--- config.mk ---
export PLATFORM = sky130hd
export DESIGN_NAME = cle_key_reader
export DESIGN_NICKNAME = d
export VERILOG_FILES = /design/src/rtl/cle_key_reader.sv
export SDC_FILE = /design/constraint.sdc
export NUM_CORES = 1
export LEC_CHECK = 0
export CAP_MARGIN = 20
export CORE_MARGIN = 3
export CORE_UTILIZATION = 45
export CTS_CLUSTER_DIAMETER = 120
export DETAILED_ROUTE_END_ITERATION = 12
export PLACE_DENSITY = 0.78
export SKIP_LAST_GASP = 1
export SLEW_MARGIN = 15
export SYNTH_ARGS = -nofsm -noshare
export SYNTH_HDL_FRONTEND = slang
export SYNTH_SLANG_ARGS = --single-unit
--- constraint.sdc ---
create_clock -name clk -period 1.8 [get_ports clk]
set_clock_uncertainty 0.2 [all_clocks]
set_input_delay 0.36 -clock clk [delete_from_list [all_inputs] [get_ports clk]]
set_output_delay 0.36 -clock clk [all_outputs]
set_load 0.1 [all_outputs]
--- src/rtl/cle_key_reader.sv ---
// Host-side sequencer for the CLE serial-readout GAL: unlock-key accesses, then NBITS serial data reads.
// Optional: define CLE_PARITY_EN to append an odd-parity access and report parity_err.
module cle_key_reader #(
  parameter int NBITS      = 16,
  parameter int KEY_LEN    = 4,
  parameter int STROBE_CYC = 2
) (
  input  logic                 clk,
  input  logic                 rst_n,
  input  logic                 start,
  input  logic [4*KEY_LEN-1:0] key,
  output logic                 busy,
  output logic                 done,
  output logic [NBITS-1:0]     data_out,
  output logic                 parity_err,
  output logic                 SSER,
  output logic                 BA13,
  output logic                 BA12,
  output logic [3:0]           BA_NIB,
  output logic                 BR_W,
  input  logic                 SDRD
);

  localparam logic [2:0] S_IDLE   = 3'd0;
  localparam logic [2:0] S_SETUP  = 3'd1;
  localparam logic [2:0] S_STROBE = 3'd2;
  localparam logic [2:0] S_GAP    = 3'd3;
  localparam logic [2:0] S_FINISH = 3'd4;

`ifdef CLE_PARITY_EN
  localparam int DATA_ACC = NBITS + 1;
`else
  localparam int DATA_ACC = NBITS;
`endif

  logic [2:0]           state;
  logic                 data_ph;   // 0 = key phase, 1 = data phase
  logic [5:0]           idx;
  logic [2:0]           stb_cnt;
  logic [4*KEY_LEN-1:0] key_q;     // shifts right so the current nibble is always [3:0]
  logic [NBITS-1:0]     data_shift;
  logic                 in_access;

  assign data_shift = (data_out << 1) | NBITS'(SDRD);
  assign in_access  = (state == S_SETUP) || (state == S_STROBE) || (state == S_GAP);

  // NOTE: bus outputs are decoded from the state register rather than registered, so the
  // asynchronous reset releases SSER/BA12 in the same cycle without a separate reset path.
  assign SSER   = (state != S_STROBE);
  assign BA13   = 1'b0;
  assign BA12   = in_access;
  assign BA_NIB = (in_access && !data_ph) ? key_q[3:0] : 4'h0;
  assign BR_W   = 1'b1;
  assign busy   = in_access;
  assign done   = (state == S_FINISH);

`ifdef CLE_PARITY_EN
  logic par_bit;
`endif

  // NOTE: sequential state uses non-blocking assignments only, so every register in this
  // block sees the pre-edge values of the others regardless of statement order.
  always_ff @(posedge clk or negedge rst_n) begin
    if (!rst_n) begin
      state    <= S_IDLE;
      data_ph  <= 1'b0;
      idx      <= '0;
      stb_cnt  <= '0;
      key_q    <= '0;
      data_out <= '0;
`ifdef CLE_PARITY_EN
      par_bit    <= 1'b0;
      parity_err <= 1'b0;
`endif
    end else begin
      case (state)
        S_IDLE: begin
          if (start) begin
            key_q    <= key;
            data_out <= '0;
            data_ph  <= 1'b0;
            idx      <= '0;
            stb_cnt  <= '0;
            state    <= S_SETUP;
`ifdef CLE_PARITY_EN
            parity_err <= 1'b0;
`endif
          end
        end
        S_SETUP: begin
          stb_cnt <= '0;
          state   <= S_STROBE;
        end
        S_STROBE: begin
          if (stb_cnt == 3'(STROBE_CYC - 1)) begin
            if (data_ph) begin
`ifdef CLE_PARITY_EN
              if (idx == 6'(NBITS)) par_bit <= SDRD;
              else                  data_out <= data_shift;
`else
              data_out <= data_shift;
`endif
            end
            state <= S_GAP;
          end else begin
            stb_cnt <= stb_cnt + 3'd1;
          end
        end
        S_GAP: begin
          if (!data_ph) begin
            key_q <= key_q >> 4;
            if (idx == 6'(KEY_LEN - 1)) begin
              data_ph <= 1'b1;
              idx     <= '0;
            end else begin
              idx <= idx + 6'd1;
            end
            state <= S_SETUP;
          end else if (idx == 6'(DATA_ACC - 1)) begin
            state <= S_FINISH;
          end else begin
            idx   <= idx + 6'd1;
            state <= S_SETUP;
          end
        end
        S_FINISH: begin
`ifdef CLE_PARITY_EN
          parity_err <= ~((^data_out) ^ par_bit);
`endif
          state <= S_IDLE;
        end
        default: state <= S_IDLE;
      endcase
    end
  end

`ifndef CLE_PARITY_EN
  assign parity_err = 1'b0;
`endif

endmodule

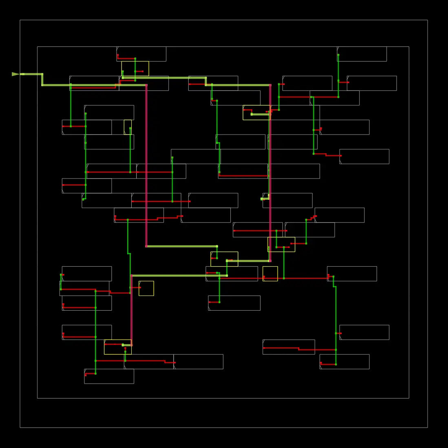
Fig. 1. Clock wiring as the flow saved it.
number of sequential cells: 45
Latency at later pin: 0.31 ns
clk sink count: 45

==> ci_impl_report.md <==
## Synthesis and layout report

| Metric | Value |
|---|---|
| Outcome | complete, but fails checks |
| Failing checks | negative setup slack |
| PwrDens | 1720 nW/µm² |
| Root buffer cell | clkbuf_8 |
| Drt first pass iters | 4 |
| Critical path class | reg -> out |
| Cell Area, Synth | 2180 µm² |
| Routability cong. | about 0.83 |
| Hold Vio Cnt, Final | 0 |
| Multiplexer share | 6.01% |
| Critical path buffers and inverters | 3 |
| FF/Latch Area | 1130 µm² |
| Worst setup endpoint | BA12 |
| Simple Share, Synth | approximately 20% |
| # Cells Yosys | 232 |
| Placed insts | 338 |
| Worst endpoint data arrival time | between 1 and 1.5 ns |
| Routed length on met1 | 2.44 mm |
| Top-area cell share | 51.5% |
| YS chip area | 2180 µm² |
| Min Tclk post-route | 2.01 ns |
| Die W | 75.7 µm |
| Row count | 24 |
| Vias after detailed routing | 1970 |
| Final std cells w/o fill | around 360 |
| Htree depth | 2 |
| Worst hold stages | 2 |
| Filler cell count | 246 |
| Logic area | around 1200 µm² |
| Instance count on the critical path | 4 |
| Setup Fix Bufs, Post-CTS | 6 |
| Cell Chain, Critical Path | buf_4 > buf_6 > nor2_4 > buf_12 |
| Max rail drop VDD | about 0.86 mV |
| Placed Instance Area | 3090 µm² |
| Dominant logic cell types in the final layout | nand2_1 (46), dfrtp_1 (41), buf_4 (31), buf_12 (28) |
| Fraction of layout cells with a size suffix above 1 | 38.8% |
| NumNets Final | 334 |
| Area fraction in xor and xnor cells | 0.401% |
| R2R Setup Slk | -0.16 ns |
| Post-layout power | 0.00620 W |
| Worst Path Required | 1.24 ns |
| Yosys cell types | 39 |
| Area leader, netlist | dfrtp_1 |
| CP Capture Type | output port |
| Final period util | 112% |
| Pleak | 1.59 nW |
| Comb area leader | simple AND/OR/NAND/NOR gates |
| Number of global-route vias before repair | 1863 |
| Final Slew Violations | 0 |
| Worst r2r path cells | 6 |
| Initial Utilization | 48.5% |
| Avg Cell Area, Syn | 9.42 µm² |
| Post-CTS Resized | 22 |
| Hold path startpoint | key_q[10]$_DFFE_PN0P_ |
| Final WS setup | -0.207 ns |
| Clock transition at path regs | around 0.09 ns |
| Most common reg cell | dfrtp_1 |
| R2r startpoint | stb_cnt[1]$_DFFE_PN0P_ |
| Met1 usage | 25.4% |
| I/O Buffers | 43 |
| #FFs+latches synth | 45 |
| CTS tree | done |
| Residual DRC | 0 |
| Crit Path Max Fanout | 7 |
| Flip-flops with a built-in enable | 0 |
| # setup viols final | 26 |
| Wire length on met3 | 234 µm |
| Most frequent cell after synthesis | nand2_1 |
| TritonCTS buffer count | 5 |
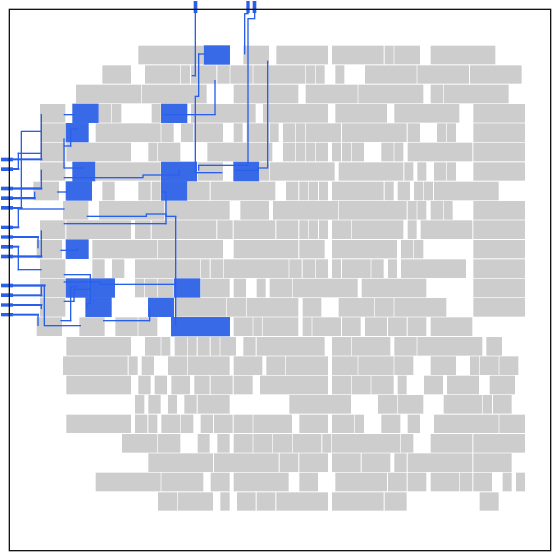
Fig. 2. Wires at chosen ports, followed through buffers.
legend:
  `key`:
    colour: blue
    direction: input
    edge: 13 west, 3 north
    end_cells: 16
    buffers: 16
    wire: 327 µm

-- layout make-up --
type / instances / area share [%]
Clock buffer: 6 / 2.01
Clock inverter: 2 / 0.417
Inverter: 3 / 0.659
Multi-Input combinational cell: 168 / 32.3
Sequential cell: 45 / 31.4
Tap cell: 52 / 1.80
Timing Repair Buffer: 88 / 31.4
-- power by group --
group	internal [W]	total [W]	switching (W)
clock network	0.000274	0.000636	0.000362
logic	0.00185	0.00402	0.00217
registers	0.00129	0.00155	0.000257
-- state kept, by name, indices dropped and copies added (netlist names) --
register / count
stb_cnt: 3
key_q: 16
state: 3
idx: 6
data_ph: 1
data_out: 16
Power figures rest on the tool's default switching activity, not on a simulated workload.
